**src/rtl/axi_ar_rr_arbiter_if.sv**
```systemverilog
// ---------------------------------------------------------------------------
// axi_ar_rr_arbiter_if
// Shared AXI read-address (AR) and read-data (R) handshake bundle between the
// round-robin AR arbiter and the downstream interconnect. M_ID_W is the
// master-side ID width (requester ID plus requester-index prefix).
// ---------------------------------------------------------------------------
interface axi_ar_rr_arbiter_if #(
  parameter int ADDR_W = 64,
  parameter int M_ID_W = 6
);
  logic              m_ar_valid;
  logic              m_ar_ready;
  logic [ADDR_W-1:0] m_ar_addr;
  logic [M_ID_W-1:0] m_ar_id;
  logic              m_r_valid;
  logic              m_r_ready;
  logic              m_r_last;
  logic [M_ID_W-1:0] m_r_id;

  // Arbiter side: issues AR, accepts R
  modport master (
    output m_ar_valid, m_ar_addr, m_ar_id, m_r_ready,
    input  m_ar_ready, m_r_valid, m_r_last, m_r_id
  );

  // Interconnect side: accepts AR, returns R
  modport slave (
    input  m_ar_valid, m_ar_addr, m_ar_id, m_r_ready,
    output m_ar_ready, m_r_valid, m_r_last, m_r_id
  );
endinterface

```
**src/rtl/axi_ar_rr_arbiter.sv**
```systemverilog
// ---------------------------------------------------------------------------
// axi_ar_rr_arbiter
// Round-robin arbiter sharing one AXI AR master port among N_REQ requesters.
// The granted requester index is prefixed onto ARID; R beats are routed back
// by that prefix. Per-requester outstanding-burst counters block a requester
// at MAX_OUTST without stalling the others. A sticky err flags R beats with
// an out-of-range index and last beats arriving with no burst outstanding.
//
// Optional build macro: AXI_ARB_LOG_EN -- when defined, simulation-only
// messages report every AR handshake and the rising edge of err. When not
// defined no simulation code is compiled; ports and timing are identical.
// ---------------------------------------------------------------------------
module axi_ar_rr_arbiter #(
  parameter int N_REQ     = 4,
  parameter int ADDR_W    = 64,
  parameter int ID_W      = 4,
  parameter int MAX_OUTST = 8
) (
  input  logic                    clk,
  input  logic                    rst_n,
  input  logic [N_REQ-1:0]        req_valid,
  output logic [N_REQ-1:0]        req_ready,
  input  logic [N_REQ*ADDR_W-1:0] req_addr,
  input  logic [N_REQ*ID_W-1:0]   req_id,
  axi_ar_rr_arbiter_if.master     m_axi,
  output logic [N_REQ-1:0]        rsp_valid,
  input  logic [N_REQ-1:0]        rsp_ready,
  output logic [ID_W-1:0]         rsp_id,
  output logic                    rsp_last,
  output logic                    err
);

  localparam int IDX_W  = $clog2(N_REQ);
  localparam int M_ID_W = ID_W + IDX_W;
  localparam int CNT_W  = $clog2(MAX_OUTST + 1);

  localparam logic [CNT_W-1:0] CNT_MAX  = CNT_W'(MAX_OUTST);
  localparam logic [CNT_W-1:0] CNT_ZERO = CNT_W'(0);
  localparam logic [CNT_W-1:0] CNT_ONE  = CNT_W'(1);
  localparam logic [IDX_W:0]   N_REQ_X  = (IDX_W + 1)'(N_REQ);
  localparam logic [IDX_W-1:0] LAST_IDX = IDX_W'(N_REQ - 1);

  typedef enum logic [0:0] {
    ST_IDLE = 1'b0,
    ST_HOLD = 1'b1
  } state_t;

  // Registered state
  state_t            state_r;
  logic              m_ar_valid_r;
  logic [ADDR_W-1:0] m_ar_addr_r;
  logic [M_ID_W-1:0] m_ar_id_r;
  logic [IDX_W-1:0]  rr_ptr_r;
  logic [IDX_W-1:0]  grant_r;
  logic [CNT_W-1:0]  cnt_r [N_REQ];
  logic              err_r;

  // Combinational decode
  logic [N_REQ-1:0]  elig_s;
  logic              found_s;
  logic [IDX_W-1:0]  grant_idx_s;
  logic [IDX_W:0]    sum_s;
  logic [IDX_W-1:0]  cand_s;
  logic              accept_s;
  logic [N_REQ-1:0]  req_ready_s;
  logic [ADDR_W-1:0] sel_addr_s;
  logic [ID_W-1:0]   sel_id_s;
  logic [IDX_W-1:0]  rr_ptr_next_s;

  logic [IDX_W-1:0]  r_idx_s;
  logic              idx_ok_s;
  logic [N_REQ-1:0]  r_sel_s;
  logic [N_REQ-1:0]  rsp_valid_s;
  logic              m_r_ready_s;
  logic              r_fire_s;
  logic              last_fire_s;
  logic              bad_beat_s;
  logic [N_REQ-1:0]  dec_s;
  logic              underflow_s;
  logic              err_set_s;

  // Requesters allowed to compete: valid and not at their outstanding limit
  always_comb begin
    for (int i = 0; i < N_REQ; i++) begin
      elig_s[i] = req_valid[i] && (cnt_r[i] != CNT_MAX);
    end
  end

  // Round-robin scan from rr_ptr_r; walking k downward lets the closest hit win
  always_comb begin
    found_s     = 1'b0;
    grant_idx_s = '0;
    sum_s       = '0;
    cand_s      = '0;
    for (int k = N_REQ - 1; k >= 0; k--) begin
      sum_s       = {1'b0, rr_ptr_r} + (IDX_W + 1)'(k);
      cand_s      = IDX_W'((sum_s >= N_REQ_X) ? (sum_s - N_REQ_X) : sum_s);
      grant_idx_s = elig_s[cand_s] ? cand_s : grant_idx_s;
      found_s     = found_s | elig_s[cand_s];
    end
  end

  // Accept decode and one-hot ready; nothing is accepted while reset is held
  always_comb begin
    accept_s    = rst_n && (state_r == ST_IDLE) && found_s;
    req_ready_s = '0;
    for (int i = 0; i < N_REQ; i++) begin
      req_ready_s[i] = accept_s && (grant_idx_s == IDX_W'(i));
    end
  end

  // Address/ID mux of the winning requester (AND-OR select)
  always_comb begin
    sel_addr_s = '0;
    sel_id_s   = '0;
    for (int i = 0; i < N_REQ; i++) begin
      sel_addr_s = sel_addr_s |
                   (req_addr[i*ADDR_W +: ADDR_W] & {ADDR_W{grant_idx_s == IDX_W'(i)}});
      sel_id_s   = sel_id_s |
                   (req_id[i*ID_W +: ID_W] & {ID_W{grant_idx_s == IDX_W'(i)}});
    end
  end

  // Pointer moves past the requester whose AR just completed
  always_comb begin
    rr_ptr_next_s = (grant_r == LAST_IDX) ? '0 : (grant_r + 1'b1);
  end

  // AR grant FSM with registered master outputs
  always_ff @(posedge clk or negedge rst_n) begin
    if (!rst_n) begin
      state_r      <= ST_IDLE;
      m_ar_valid_r <= 1'b0;
      m_ar_addr_r  <= '0;
      m_ar_id_r    <= '0;
      rr_ptr_r     <= '0;
      grant_r      <= '0;
    end else begin
      case (state_r)
        ST_IDLE: begin
          if (accept_s) begin
            state_r      <= ST_HOLD;
            m_ar_valid_r <= 1'b1;
            m_ar_addr_r  <= sel_addr_s;
            m_ar_id_r    <= {grant_idx_s, sel_id_s};
            grant_r      <= grant_idx_s;
          end else begin
            state_r      <= ST_IDLE;
            m_ar_valid_r <= 1'b0;
          end
        end
        ST_HOLD: begin
          if (m_axi.m_ar_ready) begin
            state_r      <= ST_IDLE;
            m_ar_valid_r <= 1'b0;
            rr_ptr_r     <= rr_ptr_next_s;
          end else begin
            state_r      <= ST_HOLD;
            m_ar_valid_r <= 1'b1;
          end
        end
        default: begin
          state_r      <= ST_IDLE;
          m_ar_valid_r <= 1'b0;
        end
      endcase
    end
  end

  // R routing by the ID prefix; out-of-range prefixes are swallowed
  always_comb begin
    r_idx_s  = m_axi.m_r_id[ID_W +: IDX_W];
    idx_ok_s = ({1'b0, r_idx_s} < N_REQ_X);
    for (int i = 0; i < N_REQ; i++) begin
      r_sel_s[i] = idx_ok_s && (r_idx_s == IDX_W'(i));
    end
    rsp_valid_s = r_sel_s & {N_REQ{m_axi.m_r_valid}};
    m_r_ready_s = idx_ok_s ? (|(rsp_ready & r_sel_s)) : 1'b1;
    r_fire_s    = m_axi.m_r_valid && m_r_ready_s;
    last_fire_s = r_fire_s && m_axi.m_r_last && idx_ok_s;
    bad_beat_s  = r_fire_s && !idx_ok_s;
  end

  // Completion decode; a last beat with nothing outstanding is an underflow
  always_comb begin
    underflow_s = 1'b0;
    for (int i = 0; i < N_REQ; i++) begin
      dec_s[i]    = last_fire_s && r_sel_s[i];
      underflow_s = underflow_s |
                    (dec_s[i] && !req_ready_s[i] && (cnt_r[i] == CNT_ZERO));
    end
    err_set_s = bad_beat_s || underflow_s;
  end

  // Outstanding-burst counters; accept and completion in one cycle cancel out
  always_ff @(posedge clk or negedge rst_n) begin
    if (!rst_n) begin
      for (int i = 0; i < N_REQ; i++) begin
        cnt_r[i] <= '0;
      end
    end else begin
      for (int i = 0; i < N_REQ; i++) begin
        case ({req_ready_s[i], dec_s[i]})
          2'b10:   cnt_r[i] <= cnt_r[i] + CNT_ONE;
          2'b01:   cnt_r[i] <= (cnt_r[i] == CNT_ZERO) ? CNT_ZERO : (cnt_r[i] - CNT_ONE);
          default: cnt_r[i] <= cnt_r[i];
        endcase
      end
    end
  end

  // Sticky error flag, cleared only by reset
  always_ff @(posedge clk or negedge rst_n) begin
    if (!rst_n) begin
      err_r <= 1'b0;
    end else begin
      err_r <= err_r | err_set_s;
    end
  end

`ifdef AXI_ARB_LOG_EN
  // Simulation trace of AR handshakes and of the first error
  always_ff @(posedge clk) begin
    if (rst_n && (state_r == ST_HOLD) && m_axi.m_ar_ready) begin
      $display("%0t ARB grant req=%0d id=%0h addr=%0h", $time, grant_r, m_ar_id_r, m_ar_addr_r);
    end else begin
    end
    if (rst_n && !err_r && err_set_s) begin
      $display("%0t ARB err idx=%0d", $time, r_idx_s);
    end else begin
    end
  end
`else
  // Trace disabled: no additional logic
`endif

  assign req_ready        = req_ready_s;
  assign m_axi.m_ar_valid = m_ar_valid_r;
  assign m_axi.m_ar_addr  = m_ar_addr_r;
  assign m_axi.m_ar_id    = m_ar_id_r;
  assign m_axi.m_r_ready  = m_r_ready_s;
  assign rsp_valid        = rsp_valid_s;
  assign rsp_id           = m_axi.m_r_id[ID_W-1:0];
  assign rsp_last         = m_axi.m_r_last;
  assign err              = err_r;

endmodule

```
**src/flat_wrapper.sv**
```systemverilog
// flat-port wrapper written by rule: the top's interface ports become plain ports
module axi_ar_rr_arbiter_flat 
#(
  parameter int N_REQ     = 4,
  parameter int ADDR_W    = 64,
  parameter int ID_W      = 4,
  parameter int MAX_OUTST = 8
)
  (clk, rst_n, req_valid, req_ready, req_addr, req_id, rsp_valid, rsp_ready, rsp_id, rsp_last, err, m_axi_m_ar_valid, m_axi_m_ar_addr, m_axi_m_ar_id, m_axi_m_r_ready, m_axi_m_ar_ready, m_axi_m_r_valid, m_axi_m_r_last, m_axi_m_r_id);
  axi_ar_rr_arbiter_if #(.ADDR_W(ADDR_W), .M_ID_W((4) + 2)) m_axi_i ();
  input  logic clk;
  input  logic rst_n;
  input  logic [N_REQ-1:0] req_valid;
  output logic [N_REQ-1:0] req_ready;
  input  logic [N_REQ*ADDR_W-1:0] req_addr;
  input  logic [N_REQ*ID_W-1:0] req_id;
  output logic [N_REQ-1:0] rsp_valid;
  input  logic [N_REQ-1:0] rsp_ready;
  output logic [ID_W-1:0] rsp_id;
  output logic rsp_last;
  output logic err;
  output wire logic [$bits(m_axi_i.m_ar_valid)-1:0] m_axi_m_ar_valid;
  output wire logic [$bits(m_axi_i.m_ar_addr)-1:0] m_axi_m_ar_addr;
  output wire logic [$bits(m_axi_i.m_ar_id)-1:0] m_axi_m_ar_id;
  output wire logic [$bits(m_axi_i.m_r_ready)-1:0] m_axi_m_r_ready;
  input wire logic [$bits(m_axi_i.m_ar_ready)-1:0] m_axi_m_ar_ready;
  input wire logic [$bits(m_axi_i.m_r_valid)-1:0] m_axi_m_r_valid;
  input wire logic [$bits(m_axi_i.m_r_last)-1:0] m_axi_m_r_last;
  input wire logic [$bits(m_axi_i.m_r_id)-1:0] m_axi_m_r_id;
  assign m_axi_m_ar_valid = m_axi_i.m_ar_valid;
  assign m_axi_m_ar_addr = m_axi_i.m_ar_addr;
  assign m_axi_m_ar_id = m_axi_i.m_ar_id;
  assign m_axi_m_r_ready = m_axi_i.m_r_ready;
  assign m_axi_i.m_ar_ready = m_axi_m_ar_ready;
  assign m_axi_i.m_r_valid = m_axi_m_r_valid;
  assign m_axi_i.m_r_last = m_axi_m_r_last;
  assign m_axi_i.m_r_id = m_axi_m_r_id;
  axi_ar_rr_arbiter #(.N_REQ(N_REQ), .ADDR_W(ADDR_W), .ID_W(ID_W), .MAX_OUTST(MAX_OUTST)) u_core (.clk(clk), .rst_n(rst_n), .req_valid(req_valid), .req_ready(req_ready), .req_addr(req_addr), .req_id(req_id), .m_axi(m_axi_i), .rsp_valid(rsp_valid), .rsp_ready(rsp_ready), .rsp_id(rsp_id), .rsp_last(rsp_last), .err(err));
endmodule
```
**config.mk**
```make
export PLATFORM = sky130hd
export DESIGN_NAME = axi_ar_rr_arbiter_flat
export DESIGN_NICKNAME = d
export VERILOG_FILES = /design/src/rtl/axi_ar_rr_arbiter_if.sv /design/src/rtl/axi_ar_rr_arbiter.sv /design/src/flat_wrapper.sv
export SDC_FILE = /design/constraint.sdc
export NUM_CORES = 1
export LEC_CHECK = 0
export CORE_AREA = 2 2 146 148
export DETAILED_ROUTE_END_ITERATION = 8
export DIE_AREA = 0 0 148 150
export GPL_TIMING_DRIVEN = 0
export PLACE_DENSITY = 0.73
export SYNTH_ARGS = -nofsm -noshare
export SYNTH_HDL_FRONTEND = slang
export SYNTH_SLANG_ARGS = --single-unit
```
**constraint.sdc**
```tcl
create_clock -name clk -period 3.3 [get_ports clk]
set_clock_uncertainty 0.05 [all_clocks]
set_input_delay 0.66 -clock clk [delete_from_list [all_inputs] [get_ports clk]]
set_output_delay 0.66 -clock clk [all_outputs]
set_load 0.02 [all_outputs]
```
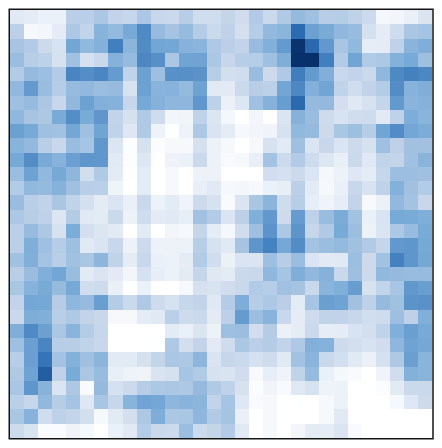
**Above:** run 1 (signal metal coverage by tile).
The die is cut into 30 by 30 equal tiles; white is low, dark blue is high, scaled to the fullest tile. Values are wire area over tile area, all layers added.
emptiest ninth of the die: middle
nearly empty tiles: 6.3%
tiles over half the peak: 12%
fullest tile: 0.67
mean over tiles: 0.19
Overall Global Routing Usage: 22.3%
Vias: 7093

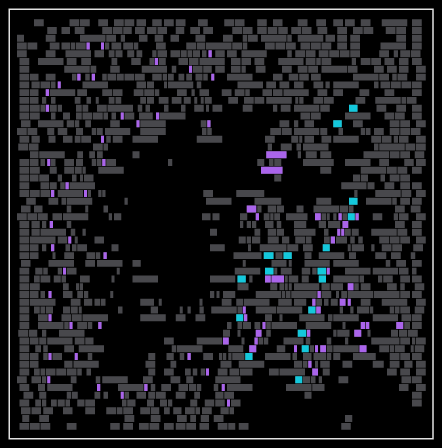
**Above:** run 1 (gate-type map).
| family | colour | cells |
|---|---|---|
| NOR gates | purple | 78 |
| AND-OR and OR-AND gates | cyan | 17 |

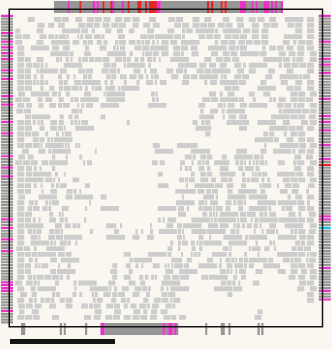
**Above:** run 1 (pin map).
The bar under the picture is 50 µm long. Pins as bars across the die edge, other pins in grey.
| port | colour | pins | direction | edge |
|---|---|---|---|---|
| `m_axi_m_ar_ready` | cyan | 1 | input | right |
| `m_axi_m_ar_addr` | magenta | 64 | output | 24 left, 18 top, 16 right, 6 bottom |
| `req_id` | red | 16 | input | 15 top, 1 right |
all pins by edge: 118 top, 108 left, 100 right, 51 bottom
Die Wd: 148 µm
Buffers on Ports: 370
height of the die: 150 µm

==> writeup.txt, run 1 <==
In the final layout, flip-flops and latches take up 21.1% of the cell area. The run finished with clean final reports. In this build the clock could be raised as far as 310 MHz.

The quantity of gates resized following cts was 27; the number of cells on the worst reg-to-reg path was 15. The combined buffer and inverter count along the critical path is 5. Clock tree synthesis found a total of 90 sinks. TritonRoute reported its final design rule violation total as 0. The run gives 1 as the initial antenna violation count. The post-placement worst setup slack is -1160 ps, and the combinational share of cell area is 33.0%. Compared with the post-synthesis result, the final layout area differs by 75.1%. The largest cell class by area is buffers.

Net switching is 42.6% of the power. For the placed wire-length estimate after detailed placement, the log shows 20.3 mm. Of the total synthesized cell area, the portion taken by AND-OR and OR-AND cells is 33.2%. The global-route layer with the greatest usage is met2. The areal power density over the cells came out at 717 nW/µm². Sequential cells account for 26.4% of the total power. The post-route utilization of the core is recorded as 51.5%.

The first detailed-routing pass ran for 6 iterations. The run gives 55 for the unique cell type count in the Yosys netlist. The cell type group with the largest total delay on the critical path was buffers and inverters. The synthesized design contains 90 register bits. The tools report the launch point of the worst path as req_valid[2]. Weighted congestion at the end of routability-driven global placement: 0.866. For the worst reg-to-reg path, the startpoint reported by OpenROAD is u_core.cnt_r[9]$_DFFE_PN0P_. The wire length per cell was 19.6 µm; the peak supply drop was 0.000321 V.

A synthesized cell averages 9.13 µm². The run gives 37.0% for the sequential element share of the synthesized area. The share of the core area taken by cells at floorplan is 29.4%. The fraction of layout cells with a size suffix above 1 was 8.74%. The tools report the master cell of the clock root buffer as sky130_fd_sc_hd__clkbuf_16.

The total wire length came out at 26.3 mm. Global routing used 26.5% of the available met1 tracks. The floorplan step defined a core boundary enclosing 20700 µm². The logs give 39.6% for the global-route met2 utilization and 2.02 mW for the sequential logic power.

For the worst setup path, the data arrival time is 2520 ps. Per report_power, the top consumer among the power groups is combinational logic. The number of placed instances with taps included is 1313, and the total CTS buffers is 9. Counting every net in the synthesized netlist gives 971. The power report puts the net switching power at 3.26 mW.

TritonCTS built the clock tree. The run gives 2.07 mm for the routed wire length on met3. In this run the worst setup path terminates at req_ready[2]. The run reported a max-capacitance violation count of 0. Counting the fill cells in the layout gives 1980. The report lists the cells along the critical path as clkdlybuf4s50_1 -> a22oi_4 -> buf_4 -> a31oi_4 -> clkbuf_4 -> nand2_1 -> inv_1 -> clkdlybuf4s15_2. For this run, asynchronously set or reset flops after synthesis account for 100%. The flip-flop and latch count is 90.

Number of logic gates: 496. The via count of the first global-routing pass is 7057. The flow reports power dissipated in combinational cells as 4.52 mW. Summed over all nets, wire length on met2 after detailed routing comes to 13.3 mm. The slew at the pin with the worst max-slew slack was 831 ps. 377 I/O pins were placed.

Setup total negative slack on the finished layout was measured at 0 ps. The tightest hold path in the finished design has a slack of 172 ps. For the number of warnings issued by yosys, the log shows 0. For reference, the mux area share after synthesis is 4.99%.
## run 1: cells in the mapped netlist, types with 2 or more instances
cell	count	area share, %
sky130_fd_sc_hd__and3_1	43	4.4
sky130_fd_sc_hd__nand2_2	2	0.21
sky130_fd_sc_hd__o31ai_1	5	0.62
sky130_fd_sc_hd__a211oi_1	5	0.62
sky130_fd_sc_hd__buf_4	10	1.2
sky130_fd_sc_hd__a21o_1	8	0.99
sky130_fd_sc_hd__o21ai_1	67	5.5
sky130_fd_sc_hd__a22o_1	6	0.86
sky130_fd_sc_hd__nor2b_1	9	0.92
sky130_fd_sc_hd__and3b_1	3	0.43
sky130_fd_sc_hd__o21ai_0	13	1.1
sky130_fd_sc_hd__a311oi_1	2	0.29
sky130_fd_sc_hd__a21boi_0	39	4.8
sky130_fd_sc_hd__dfrtp_1	90	37
sky130_fd_sc_hd__buf_6	5	0.92
sky130_fd_sc_hd__a221oi_1	39	5.6
sky130_fd_sc_hd__nand3b_4	2	0.66
sky130_fd_sc_hd__a222oi_1	27	4.4
sky130_fd_sc_hd__a31oi_1	5	0.51
sky130_fd_sc_hd__nand2_1	17	1.0
sky130_fd_sc_hd__a21oi_1	55	4.5
sky130_fd_sc_hd__inv_1	14	0.86
sky130_fd_sc_hd__nor3_1	3	0.25
sky130_fd_sc_hd__nor3b_1	5	0.62
sky130_fd_sc_hd__clkbuf_1	38	2.3
sky130_fd_sc_hd__buf_2	14	1.2
sky130_fd_sc_hd__nand3_1	9	0.74
sky130_fd_sc_hd__nor2_1	58	3.6
sky130_fd_sc_hd__mux2i_1	27	4.4
sky130_fd_sc_hd__nand4b_1	6	0.86
sky130_fd_sc_hd__a22oi_1	2	0.25
sky130_fd_sc_hd__and2_4	2	0.29
sky130_fd_sc_hd__and2_1	3	0.31
sky130_fd_sc_hd__ha_1	13	2.7
**Run 1: a small window of the routed layout**

The bar under the picture is 5 µm long. Window x 64 to 84, y 95 to 115 µm. Cells in grey, sequential cells in the stronger grey; small squares are vias.
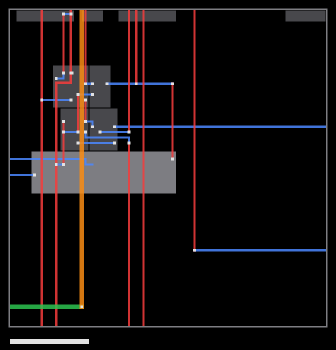

==> run 1 -> run 2 <==
Settings changed: CORE_AREA 2 2 146 148 to 5 5 145 147, DIE_AREA 0 0 148 150 to 0 0 150 152, PLACE_DENSITY 0.73 to 0.76.
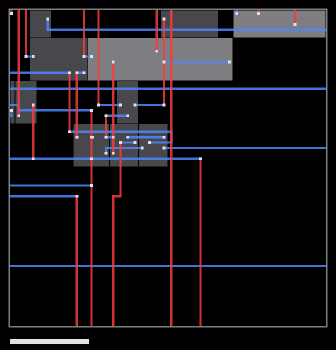
**Above:** run 2 (a small window of the routed layout).
The bar under the picture is 5 µm long. Window x 65 to 85, y 96 to 116 µm. Cells in grey, sequential cells in the stronger grey; small squares are vias.
| layer | colour |
|---|---|
| met1 | blue |
| met2 | red |
netlist names of flops here include: `u_core.m_axi.m_ar_addr` (1), `u_core.m_axi.m_ar_id` (1)
most frequent: clkbuf_1 (2), clkdlybuf4s50_1 (2), dfrtp_1 (2)
cells with their middle in the window: 10
sequential cells in the window: 2

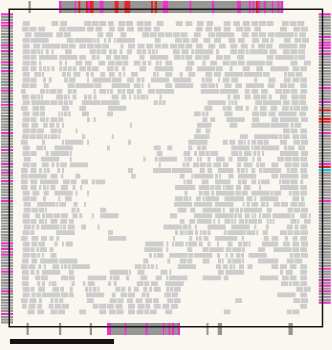
**Above:** run 2 (pin map).
The bar under the picture is 50 µm long. Pins as bars across the die edge, other pins in grey.
| port | colour | pins | direction | edge |
|---|---|---|---|---|
| `m_axi_m_ar_addr` | magenta | 64 | output | 21 left, 19 top, 16 right, 8 bottom |
| `req_id` | red | 16 | input | 12 top, 4 right |
| `m_axi_m_ar_ready` | cyan | 1 | input | right |
height of the die: 152 µm
Die Wd: 150 µm

==> writeup.txt, run 2 <==
The logs give 27.6 mm (was 26.3 mm) for the total wire length and 7 (was 6) for the number of search-and-repair iterations in the first detailed-routing pass. Combinational family with the most area after synthesis: AND-OR/OR-AND gates (unchanged). Global-route layer with the greatest usage: met2 (unchanged). The share of synthesized registers carrying an async set or reset was 100% (unchanged); the critical path data arrival time was 2500 ps (was 2520 ps). The tools report the post-route core utilization as 54.2% (was 51.5%).

The unique cell type count in the Yosys netlist was 55 (unchanged); the tally of filler cells in the layout was 1856 (was 1980). The area of the core was 19800 µm² (was 20700 µm²). The run gives 15.6% (unchanged) for the area fraction in and, or, nand and nor cells.

The cell type group with the largest total delay on the critical path is buffers and inverters (unchanged). For the sum of negative setup slack, the log shows 0 ps (unchanged). Cell type contributing the most total cell area after synthesis: sky130_fd_sc_hd__dfrtp_1 (unchanged). The tools report the post-route DRC violation count as 0 (unchanged). Global-route met2 utilization: 41.5% (was 39.6%).

The run gives 76.0% (was 75.1%) for the layout overhead on the synthesized area. The mux share of post-synthesis cell area works out to 4.99% (unchanged). The tools report the endpoint kind of the worst setup timing path as a primary output (unchanged). The number of cells on the worst reg-to-reg path is 14 (was 15). The core utilization before placement came out at 30.8% (was 29.4%). The run gives 21.4 mm (was 20.3 mm) as the placed wire-length estimate after detailed placement.

The startpoint of the most critical register-to-register path is u_core.cnt_r[12]$_DFFE_PN0P_ (was u_core.cnt_r[9]$_DFFE_PN0P_). Master cell of the clock root buffer: sky130_fd_sc_hd__clkbuf_16 (unchanged). The flip-flop and latch count after synthesis is 90 (unchanged), and the number of vias in the routed layout is 7061 (was 7093). The number of placed instances with taps included was 1308 (was 1313); the area fraction of the dominant cell type after synthesis was 37.0% (unchanged). For the gate count of the mapped netlist, the log shows 667 (unchanged). With the peak supply drop at 0.000298 V (was 0.000321 V), the power spent charging and discharging nets is 3.30 mW (was 3.26 mW).

The number of nets in the synthesized netlist is 971 (unchanged). The dominant register cell in the synthesized netlist was sky130_fd_sc_hd__dfrtp_1 (unchanged). The total CTS buffers is 9 (unchanged), and the combined buffer and inverter count along the critical path is 3 (was 5). For the number of warnings issued by yosys, the log shows 0 (unchanged). Top cells by area, synth: sky130_fd_sc_hd__dfrtp_1 37%, sky130_fd_sc_hd__a221oi_1 5.6%, sky130_fd_sc_hd__o21ai_1 5.5% (unchanged).

The final cell count without fillers was 1341 (unchanged). The maximum count of clock buffers along a single path was 2 (unchanged); the tally of max-capacitance violations was 0 (unchanged). Most frequent cells in the layout: 363 x sky130_fd_sc_hd__clkdlybuf4s50_1, 89 x sky130_fd_sc_hd__dfrtp_1, 67 x sky130_fd_sc_hd__o21ai_1 (was 364 x sky130_fd_sc_hd__clkdlybuf4s50_1, 90 x sky130_fd_sc_hd__dfrtp_1, 67 x sky130_fd_sc_hd__o21ai_1). The run gives -1320 ps (was -1160 ps) as the post-placement worst setup slack. Xor and xnor area share after synthesis: 0% (unchanged). Via count of the first global-routing pass: 7227 (was 7057). The run gives 2 (was 1) as the initial antenna violation count.

The worst-path cell with the longest stage delay was sky130_fd_sc_hd__clkdlybuf4s50_1 (unchanged). The final-report max-slew violation count is 0 (unchanged). The cell with the most instances after synthesis was sky130_fd_sc_hd__dfrtp_1 (unchanged).

The number of DRC markers after the initial detailed-route iteration came out at 405 (was 352). The internal power is 4.39 mW (about the same), and the number of top-level design ports is 377 (unchanged). The switching power share of the total is 42.9% (was 42.6%). The met1 capacity usage during global routing is 26.1% (was 26.5%). The tools report the maximum clock rate as 311 MHz (was 310 MHz).

Total clock sinks: 90 (unchanged). The fraction of layout cells with a size suffix above 1 is 9.35% (was 8.74%), and the post-layout instance area is 10700 µm² (about the same). The flow ran to the end, and the final reports show no timing, DRC or antenna violations.

The synthesized area divided by synthesized cell count is 9.13 µm² (unchanged). The wire length per cell came out at 20.6 µm (was 19.6 µm). The worst slack on hold paths came out at 158 ps (was 172 ps). For the critical path data required time, the log shows 2590 ps (about the same). TritonCTS built the clock tree. The weighted congestion at the end of routability-driven global placement was 0.899 (was 0.866). The total die area came out at 22800 µm² (was 22200 µm²). The slew at the pin with the worst max-slew slack came out at 813 ps (was 831 ps). The areal power density over the cells works out to 718 nW/µm² (was 717 nW/µm²).

The share of total power in sequential cells was 25.9% (was 26.4%); the quantity of gates resized following cts was 30 (was 27). The run gives 1369 (was 1364) for the final-stage net count. The clock-pin transition on the worst setup and hold timing paths is 70 ps (about the same).

The compound-cell area share of the yosys netlist was 33.2% (unchanged). The post-synth design cell area was 6090 µm² (unchanged). The number of setup buffers added after CTS was 12 (was 7). Leading post-synthesis cells by instance count: 90 x sky130_fd_sc_hd__dfrtp_1, 67 x sky130_fd_sc_hd__o21ai_1, 58 x sky130_fd_sc_hd__nor2_1 (unchanged).

Sequence of cells on the critical path: clkdlybuf4s50_1 -> nor3b_4 -> a22o_1 -> a311oi_4 -> nand3_2 -> inv_1 -> clkdlybuf4s15_2 (was clkdlybuf4s50_1 -> a22oi_4 -> buf_4 -> a31oi_4 -> clkbuf_4 -> nand2_1 -> inv_1 -> clkdlybuf4s15_2). The sequential element share of the synthesized area came out at 37.0% (unchanged). The tools report the global-route total usage across every layer as 22.8% (was 22.3%). The number of I/O port buffers works out to 370 (unchanged).
## run 2: cell counts after synthesis
No cell type changed its count.
## run 2: routing by layer
| layer | wire, µm | part of all wire (%) |
|---|---|---|
| met2 | 14000 | 51 |
| met3 | 2310 | 8.3 |
| met4 | 572 | 2.1 |
| met5 | 13 | 0.047 |
| met1 | 10700 | 39 |
## run 2: final cells by class
cell class,instances,share of cell area [%]
Timing Repair Buffer,387,36.0
Multi-Input combinational cell,496,33.0
Sequential cell,90,21.0
Buffer,67,3.40
Tap cell,270,3.15
Clock buffer,11,2.27
Clock inverter,5,0.584
Inverter,14,0.491
Antenna cell,1,0.0234
## run 2: worst register-to-register path, delay by kind of cell (launching register included)
kind            cells  cell delay (ps)
flops               1              440
buf+inv             5              710
simple gates        4              950
fa+ha+maj           2              360
compound gates      3              490
## run 2: worst max-delay path by stage
stage                                       startpoint  cells after the start                      endpoint
final                                     req_valid[0]                      7                  req_ready[3]
after global routing      u_core.cnt_r[12]$_DFFE_PN0P_                      8                  req_ready[3]
after CTS                  u_core.cnt_r[1]$_DFFE_PN0P_                      8                  req_ready[0]
after detailed placement                         rst_n                      8                  req_ready[2]
after global placement                           rst_n                      7                  req_ready[2]
after floorplan           u_core.cnt_r[12]$_DFFE_PN0P_                     13  u_core.cnt_r[11]$_DFFE_PN0P_
## run 2: power by group through the flow
| stage | Clock, mW | Sequential, mW | Combinational [mW] |
|---|---|---|---|
| 2_1_floorplan | 0 | 2.46 | 1.98 |
| 3_3_place_gp | 0 | 1.99 | 4.35 |
| 3_5_place_dp | 0 | 2.01 | 4.42 |
| 4_1_cts | 1.12 | 1.98 | 4.59 |
| 5_1_grt | 1.16 | 2.06 | 5.01 |
| 6_report | 1.09 | 2.00 | 4.61 |
Power figures rest on the tool's default switching activity, not on a simulated workload.
